`src/rtl/counter_bank_pkg.sv`:
```
// Shared types and constants for the counter bank.
package counter_bank_pkg;

    typedef enum logic {
        MODE_WRAP = 1'b0,
        MODE_SAT  = 1'b1
    } mode_e;

    localparam logic DIR_UP   = 1'b1;
    localparam logic DIR_DOWN = 1'b0;

    // A one-channel bank still needs a one-bit channel select.
    function automatic int cfg_width(input int ch);
        return (ch > 1) ? $clog2(ch) : 1;
    endfunction

endpackage

```
`src/rtl/counter_bank_ch.sv`:
```
// One counter channel: value, terminal limit, overflow mode, tc/ovf flags.
// Saturate mode exists only when COUNTER_BANK_SAT_EN is defined; otherwise the channel always wraps.
module counter_bank_ch
    import counter_bank_pkg::*;
#(
    parameter int N      = 8,
    parameter int STEP_W = 4
) (
    input  logic              i_clk,
    input  logic              i_rst,
    input  logic              i_cfg_we,
    input  logic [N-1:0]      i_cfg_limit,
    input  logic              i_cfg_sat,
    input  logic              i_en,
    input  logic              i_load,
    input  logic              i_dir,
    input  logic [STEP_W-1:0] i_step,
    input  logic [N-1:0]      i_data,
    input  logic              i_ovf_clr,
    output logic [N-1:0]      o_value,
    output logic              o_full,
    output logic              o_empty,
    output logic              o_tc,
    output logic              o_ovf
);

    localparam logic [N:0] ONE_X = {{N{1'b0}}, 1'b1};

    logic [N-1:0] ps;
    logic [N-1:0] lim;
    mode_e        mode;

    logic [N:0]   ps_x, lim_x, step_x;
    logic [N:0]   sum_up, wrap_up, wrap_dn;
    logic [N-1:0] ps_nxt;
    logic         boundary;
    logic         count_evt;

`ifdef COUNTER_BANK_SAT_EN
    always_ff @(posedge i_clk or posedge i_rst) begin
        if (i_rst) begin
            mode <= MODE_WRAP;
        end else if (i_cfg_we) begin
            mode <= i_cfg_sat ? MODE_SAT : MODE_WRAP;
        end
    end
`else
    logic unused_cfg_sat;
    assign unused_cfg_sat = i_cfg_sat;
    assign mode           = MODE_WRAP;
`endif

    // Arithmetic carried in N+1 bits so the carry/borrow is visible.
    assign ps_x    = {1'b0, ps};
    assign lim_x   = {1'b0, lim};
    assign step_x  = (N+1)'(i_step);
    assign sum_up  = ps_x + step_x;
    assign wrap_up = sum_up - lim_x - ONE_X;
    assign wrap_dn = ps_x + lim_x + ONE_X - step_x;

    always_comb begin
        ps_nxt   = ps;
        boundary = 1'b0;
        if (i_dir == DIR_UP) begin
            if (sum_up <= lim_x) begin
                ps_nxt = sum_up[N-1:0];
            end else begin
                boundary = 1'b1;
                if (mode == MODE_SAT)      ps_nxt = lim;
                else if (wrap_up > lim_x)  ps_nxt = lim;
                else                       ps_nxt = wrap_up[N-1:0];
            end
        end else begin
            if (ps_x >= step_x) begin
                ps_nxt = ps - step_x[N-1:0];
            end else begin
                boundary = 1'b1;
                if (mode == MODE_SAT)      ps_nxt = '0;
                else if (wrap_dn > lim_x)  ps_nxt = lim;
                else                       ps_nxt = wrap_dn[N-1:0];
            end
        end
    end

    assign count_evt = i_en && !i_load && !i_cfg_we && boundary;

    always_ff @(posedge i_clk or posedge i_rst) begin
        if (i_rst) begin
            ps    <= '0;
            lim   <= '1;
            o_tc  <= 1'b0;
            o_ovf <= 1'b0;
        end else begin
            // A config write to this channel swallows any load/count in the same cycle.
            if (i_cfg_we) begin
                lim <= i_cfg_limit;
                if (ps > i_cfg_limit) ps <= i_cfg_limit;
            end else if (i_en && i_load) begin
                ps <= (i_data > lim) ? lim : i_data;
            end else if (i_en) begin
                ps <= ps_nxt;
            end
            o_tc <= count_evt;
            if (count_evt)      o_ovf <= 1'b1;
            else if (i_ovf_clr) o_ovf <= 1'b0;
        end
    end

    assign o_value = ps;
    assign o_full  = (ps == lim);
    assign o_empty = (ps == '0);

endmodule

```
`src/rtl/counter_bank.sv`:
```
// Bank of CH up/down counters sharing one config port; decodes config writes and packs outputs.
// Build option COUNTER_BANK_SAT_EN enables per-channel saturate mode (default: all channels wrap).
module counter_bank
    import counter_bank_pkg::*;
#(
    parameter int N      = 8,
    parameter int CH     = 4,
    parameter int STEP_W = 4
) (
    input  logic                      i_clk,
    input  logic                      i_rst,
    input  logic [CH-1:0]             i_en,
    input  logic [CH-1:0]             i_load,
    input  logic [CH-1:0]             i_dir,
    input  logic [STEP_W-1:0]         i_step,
    input  logic [N-1:0]              i_data,
    input  logic                      i_cfg_we,
    input  logic [cfg_width(CH)-1:0]  i_cfg_ch,
    input  logic [N-1:0]              i_cfg_limit,
    input  logic                      i_cfg_sat,
    input  logic [CH-1:0]             i_ovf_clr,
    output logic [CH*N-1:0]           o_result,
    output logic [CH-1:0]             o_full,
    output logic [CH-1:0]             o_empty,
    output logic [CH-1:0]             o_tc,
    output logic [CH-1:0]             o_ovf
);

    localparam int CFG_W = cfg_width(CH);

    logic [CH-1:0] cfg_hit;

    // Channel indices at or above CH never match, so such writes are dropped.
    always_comb begin
        cfg_hit = '0;
        for (int c = 0; c < CH; c++) begin
            cfg_hit[c] = i_cfg_we && (i_cfg_ch == CFG_W'(c));
        end
    end

    for (genvar c = 0; c < CH; c++) begin : g_ch
        counter_bank_ch #(
            .N      (N),
            .STEP_W (STEP_W)
        ) u_ch (
            .i_clk       (i_clk),
            .i_rst       (i_rst),
            .i_cfg_we    (cfg_hit[c]),
            .i_cfg_limit (i_cfg_limit),
            .i_cfg_sat   (i_cfg_sat),
            .i_en        (i_en[c]),
            .i_load      (i_load[c]),
            .i_dir       (i_dir[c]),
            .i_step      (i_step),
            .i_data      (i_data),
            .i_ovf_clr   (i_ovf_clr[c]),
            .o_value     (o_result[c*N +: N]),
            .o_full      (o_full[c]),
            .o_empty     (o_empty[c]),
            .o_tc        (o_tc[c]),
            .o_ovf       (o_ovf[c])
        );
    end

endmodule

```
`config.mk`:
```
export PLATFORM = sky130hd
export DESIGN_NAME = counter_bank
export DESIGN_NICKNAME = d
export VERILOG_FILES = /design/src/rtl/counter_bank_pkg.sv /design/src/rtl/counter_bank_ch.sv /design/src/rtl/counter_bank.sv
export SDC_FILE = /design/constraint.sdc
export NUM_CORES = 1
export LEC_CHECK = 0
export ABC_AREA = 1
export CAP_MARGIN = 40
export CORE_ASPECT_RATIO = 1.75
export CORE_MARGIN = 8
export CORE_UTILIZATION = 40
export DETAILED_ROUTE_END_ITERATION = 12
export MAX_ROUTING_LAYER = met4
export SYNTH_ARGS = -nofsm -noshare
export SYNTH_HDL_FRONTEND = slang
export SYNTH_SLANG_ARGS = --single-unit
```
`constraint.sdc`:
```
create_clock -name i_clk -period 4.2 [get_ports i_clk]
set_input_delay 0.42 -clock i_clk [delete_from_list [all_inputs] [get_ports i_clk]]
set_output_delay 0.42 -clock i_clk [all_outputs]
set_load 0.03 [all_outputs]
```
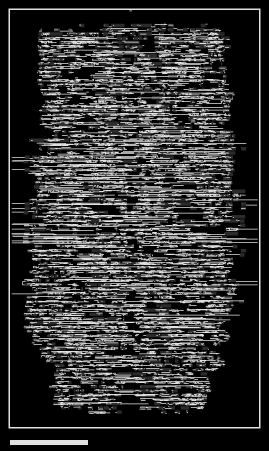
Run 1: M1 wires
Scale bar: 50 µm. Cells faint in the background.
- wire length on this layer: 20.7 mm
- share of all routed wire: 36%

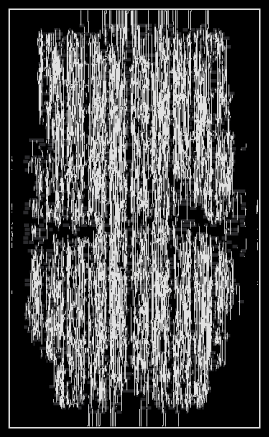
Run 1: the metal 2 layer
Cells faint in the background.
- wire length on this layer: 30.5 mm
- longest straight run: 110 µm
- share of all routed wire: 53%
- main direction: vertical

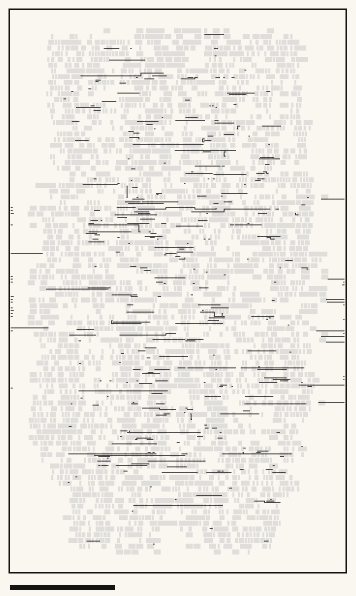
Run 1: the metal 3 layer
Scale bar: 50 µm. Cells faint in the background.
- longest straight run: 43.0 µm
- wire length on this layer: 2,030 µm
- share of all routed wire: 3.5%
- main direction: horizontal
- nets with wire on the layer: 193

==> flow_summary.toml, run 1 <==
# physical design summary
[synth]
ys_seq_share_pct = 12.8
synth_warnings = 0
synth.cellmix.adderShare_pct = 25.4
ys_sh_simple_pct = 28.0
mux_share_pct = 0

[outcome]
outcome = "finished clean"

[sta]
period_minus_slack_ns = 3.98
tightestPinTransition_ns = 0.896

[critical_path]
cp_max_fo = 8
r2r_end = "g_ch[2].u_ch.o_value[4]"
reg2reg_slack_ns = 0.23

[layout]
flop_area_um2 = 1850
sh_comb_area_pct = 60.2
inverters = 364

[route]
drtIter0Drc = 766

[global_route]
grt_max_degree = 43
grt_pass1_vias = 16600

[clock_tree]
numCtsBuffers = 9

[floorplanning]
ioPinCount = 90
[run 1: worst max-delay path, cell delays in order]
cell and delay [ns]:
dlygate4sd2_1 0.26, buf_12 0.16, ha_4 0.17, fa_2 0.38, xnor2_2 0.23, ha_1 0.31, nand2_1 0.11, nand2_1 0.05
a31oi_1 0.17, xor2_1 0.33, ha_1 0.30, nand2_1 0.08, nor2_1 0.06, nand2_1 0.05, nand3_1 0.09, nand2_1 0.07
nand2_1 0.05, nand2_1 0.05, nand2_1 0.05, nand2_2 0.11, nand2_4 0.10, nand2_1 0.08, o21ai_1 0.06, o21bai_1 0.19
nand3b_1 0.12, nand2_1 0.09, a21oi_1 0.06
[run 1: cell families (layout without fill, tap and decap cells)]
logic type      Yosys count  count (layout)
compound gates          424             424
xor+xnor                 87              87
fa+ha+maj               275             275
buf+inv                 418             813
flops                    72              72
simple gates            920             922
[run 1: synth_stat cells (all sizes together)]
cell type,instances
nand2,569
a211oi,2
a31oi,10
fa,28
nand4,34
o21ai,139
buf,30
o2111ai,3
a21o,10
or2,7
a21oi,200
nor4,4
inv,362
o21bai,8
xor2,69
clkbuf,24
nor3,31
nand3b,17
a21boi,2
nor2,114
o211ai,43
and2,1
ha,247
xnor2,18
o21a,1
dfstp,32
a22oi,4
o22ai,2
dfrtp,40
clkinv,2
nand3,143
[run 1: per-stage QoR]
step	utilization [%]	TNS, ns	instance area [µm²]
after floorplan	-	0	14400
after global placement	50.0	-21.47	17900
after detailed placement	50.1	-23.35	17900
after CTS	52.0	0	18600
after global routing	53.6	-0.312	19200
final	53.6	0	19200
==> run 1 -> run 2 <==
CTS_BUF_LIST = sky130_fd_sc_hd__clkbuf_16   (was not set)
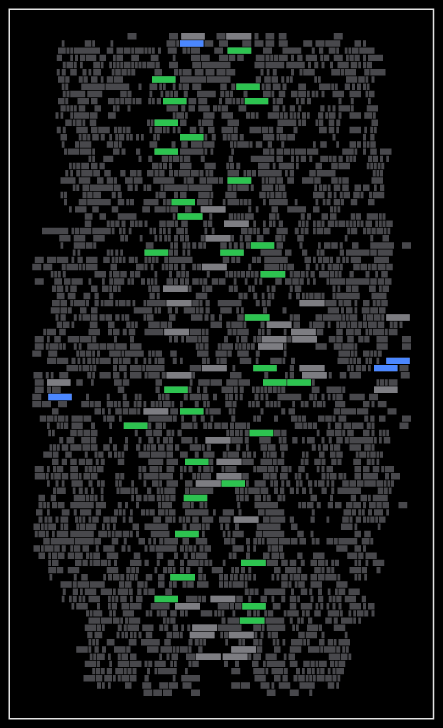
Run 2: register map, names as in the netlist
Other sequential cells in the stronger grey, the rest of the logic in the fainter grey.
- `g_ch.u_ch.o_tc`: blue (placed flops 4)
- `g_ch.u_ch.o_value`: green (placed flops 32; where a vertical strip down the middle)
- not coloured: 36

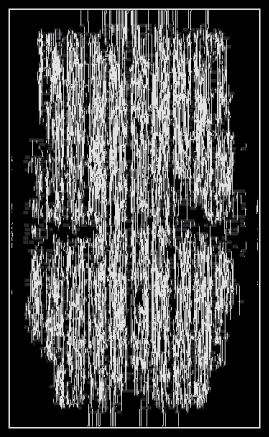
Run 2: the metal 2 layer
Cells faint in the background.
- wire length on this layer: 30.4 mm
- nets with wire on the layer: 2,307
- main direction: vertical
- share of all routed wire: 52%
- longest straight run: 110 µm

==> flow_summary.toml, run 2 <==
# physical design summary
[clock_tree]
numCtsBuffers = 9
htreeDepth = 3
clk_pin_slew_ns = 0.07

[synth]
ff_type = "dfrtp_1"
ys_async_sr_fraction_pct = 100
common_cells = "nand2_1, inv_1, ha_1"
ys_seq_share_pct = 12.8
synth_warnings = 0
edf_count = 0
most_common_cell = "nand2_1"

[global_route]
grt_max_degree = 43
grt_pass1_vias = 16600

[critical_path]
critPathMostFrequentCell = "nand2_1"
crit_slowest_cell = "dfrtp_1"
max_stage_delay_ns = 0.41

[route]
drtIter0Drc = 802

[layout]
design_area_um2 = 19200

[sta]
period_minus_slack_ns = 3.98

[outcome]
outcome = "finished clean"

[place]
place_area_um2 = 17900

[floorplanning]
ioPinCount = 90
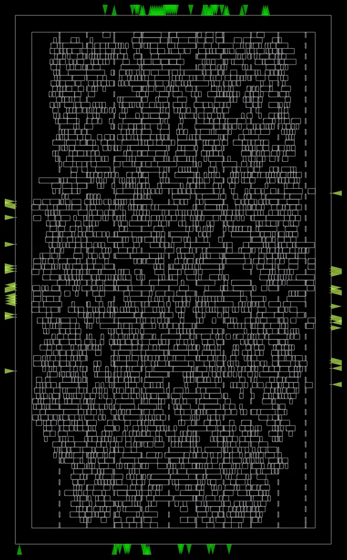
Run 2: cell placement
Non-Filler Instances: 3,063
Finished Core Util: 53.6%
Seq area share: 9.64%
fillers: 3,555
CORE AREA: 35,800 µm²

[run 2: cell families after synthesis]
| family | synth area share (%) |
|---|---|
| fa+ha+maj | 25.4 |
| flops | 12.8 |
| compound gates | 16.5 |
| xor+xnor | 5.66 |
| simple gates | 28.0 |
| buf+inv | 11.6 |
[run 2: final timing paths]
kind / startpoint / endpoint / slack, ns / depth (start not counted)
max in group asynchronous: i_rst / g_ch[1].u_ch.lim[7] / 2.98 / 4
min in group i_clk: g_ch[3].u_ch.o_ovf / g_ch[3].u_ch.o_ovf / 0.54 / 2
max reg2reg: g_ch[2].u_ch.o_value[2] / g_ch[2].u_ch.o_value[4] / 0.22 / 29
min: i_rst / g_ch[1].u_ch.o_value[4] / 0.32 / 2
max: g_ch[2].u_ch.o_value[2] / g_ch[2].u_ch.o_value[4] / 0.22 / 29
min reg2reg: g_ch[3].u_ch.o_ovf / g_ch[3].u_ch.o_ovf / 0.54 / 2
[run 2: cell type report]
type / instances / area (µm²)
fillers: 3555 / 16600
multi-input cells: 1708 / 11600
repair buffers: 433 / 3530
flip-flops and latches: 72 / 1850
inverters: 364 / 1380
well taps: 470 / 588
clock buffers: 9 / 225
clock inverters: 7 / 65.1
[run 2: what timing repair did]
action                                  4_1_cts  5_1_grt
pin swaps                                    21       29
endpoints found under the setup margin       32       32
gates resized                                53      103
setup buffers                                15       17
gates cloned                                  2        0
[run 2: critical path, delay by kind of cell, from the launching register on]
family / cells / cell delay, ns
simple gates: 14 / 1.02
buf+inv: 4 / 0.36
compound gates: 6 / 0.88
xor+xnor: 2 / 0.34
flops: 1 / 0.41
fa+ha+maj: 3 / 0.87
==> run 2 -> run 3 <==
CELL_PAD_IN_SITES_DETAIL_PLACEMENT = 1   (was not set)
CELL_PAD_IN_SITES_GLOBAL_PLACEMENT = 2   (was not set)
CORE_UTILIZATION = 35   (was 40)
PLACE_DENSITY_LB_ADDON = 0.1   (was not set)
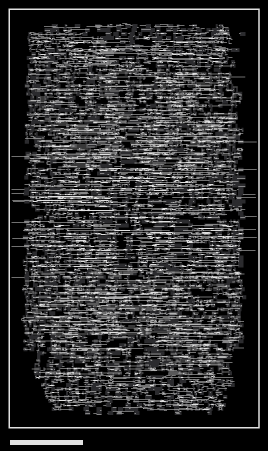
Run 3: M1 wires
Scale bar: 50 µm. Cells faint in the background.
- wire length on this layer: 23.9 mm
- share of all routed wire: 35%

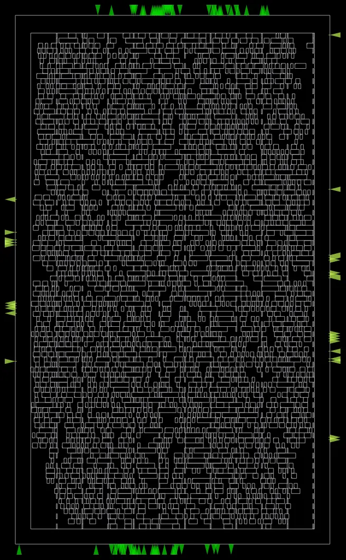
Run 3: cell placement
CORE AREA: 40,700 µm²
tap cells: 550
fillers: 5,292
sequential cell count: 72

==> flow_summary.toml, run 3 <==
# physical design summary
[outcome]
outcome = "finished clean"

[synth]
ys_seq_share_pct = 12.8
yosys.area_share.aoi_pct = 16.5
xor_share_pct = 5.66
edf_count = 0
ff_type = "dfrtp_1"
most_common_cell = "nand2_1"

[clock_tree]
htreeDepth = 3
numCtsBuffers = 9

[global_route]
grt_max_degree = 39

[critical_path]
critPathMostFrequentCell = "nand2_1"
cpLargestDelayFamily = "simple AND/OR/NAND/NOR gates"
max_stage_delay_ns = 0.43
crit_buf_inv = 4
reg2reg_slack_ns = 0.05

[route]
drtIter0Drc = 602

[floorplanning]
ioPinCount = 90

[layout]
final_util_pct = 49.4
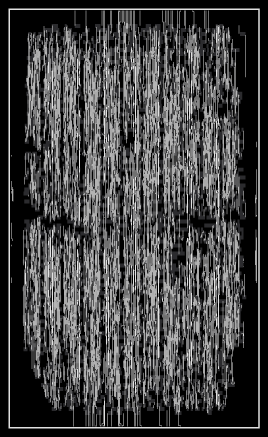
Run 3: the metal 2 layer
Cells faint in the background.
- longest straight run: 111 µm
- share of all routed wire: 54%
- nets with wire on the layer: 2,571
- main direction: vertical
- wire length on this layer: 36.6 mm

run 3: timing repair:
action	in CTS	in global routing
pin swaps	18	105
cloned	2	2
hold endpoints to repair	0	0
resized	70	192
setup buffers	16	37
setup endpoints to repair	32	32
run 3: final timing paths:
| check | from | endpoint | cells past startpoint |
|---|---|---|---|
| hold / removal | i_rst | g_ch[0].u_ch.o_value[7] | 2 |
| setup / recovery | g_ch[2].u_ch.o_value[1] | g_ch[2].u_ch.o_value[2] | 29 |
| min in group i_clk | g_ch[3].u_ch.o_ovf | g_ch[3].u_ch.o_ovf | 2 |
| setup reg to reg | g_ch[2].u_ch.o_value[1] | g_ch[2].u_ch.o_value[2] | 29 |
| max in group asynchronous | i_rst | g_ch[3].u_ch.o_value[0] | 3 |
| hold reg to reg | g_ch[3].u_ch.o_ovf | g_ch[3].u_ch.o_ovf | 2 |
run 3: final cells by class:
type                            instances  area, µm²  area share (%)
Sequential cell                        72       1850            9.22
Timing Repair Buffer                  477       3930            19.5
Multi-Input combinational cell       1708      12000            59.5
Tap cell                              550        688            3.42
Inverter                              364       1390            6.90
Clock inverter                          7       53.8           0.268
Clock buffer                            9        225            1.12
run 3: per-stage QoR:
stage | setup WS, ns | TNS [ns] | instance area [µm²] | cells
2_1_floorplan | 0.139 | 0 | 14400 | 2196
3_3_place_gp | -0.849 | -21.64 | 18200 | 3114
3_5_place_dp | -0.947 | -26.35 | 18200 | 3116
4_1_cts | 0.00460 | 0 | 19000 | 3150
5_1_grt | -0.231 | -1.89 | 20100 | 3187
6_report | 0.0536 | 0 | 20100 | 3187
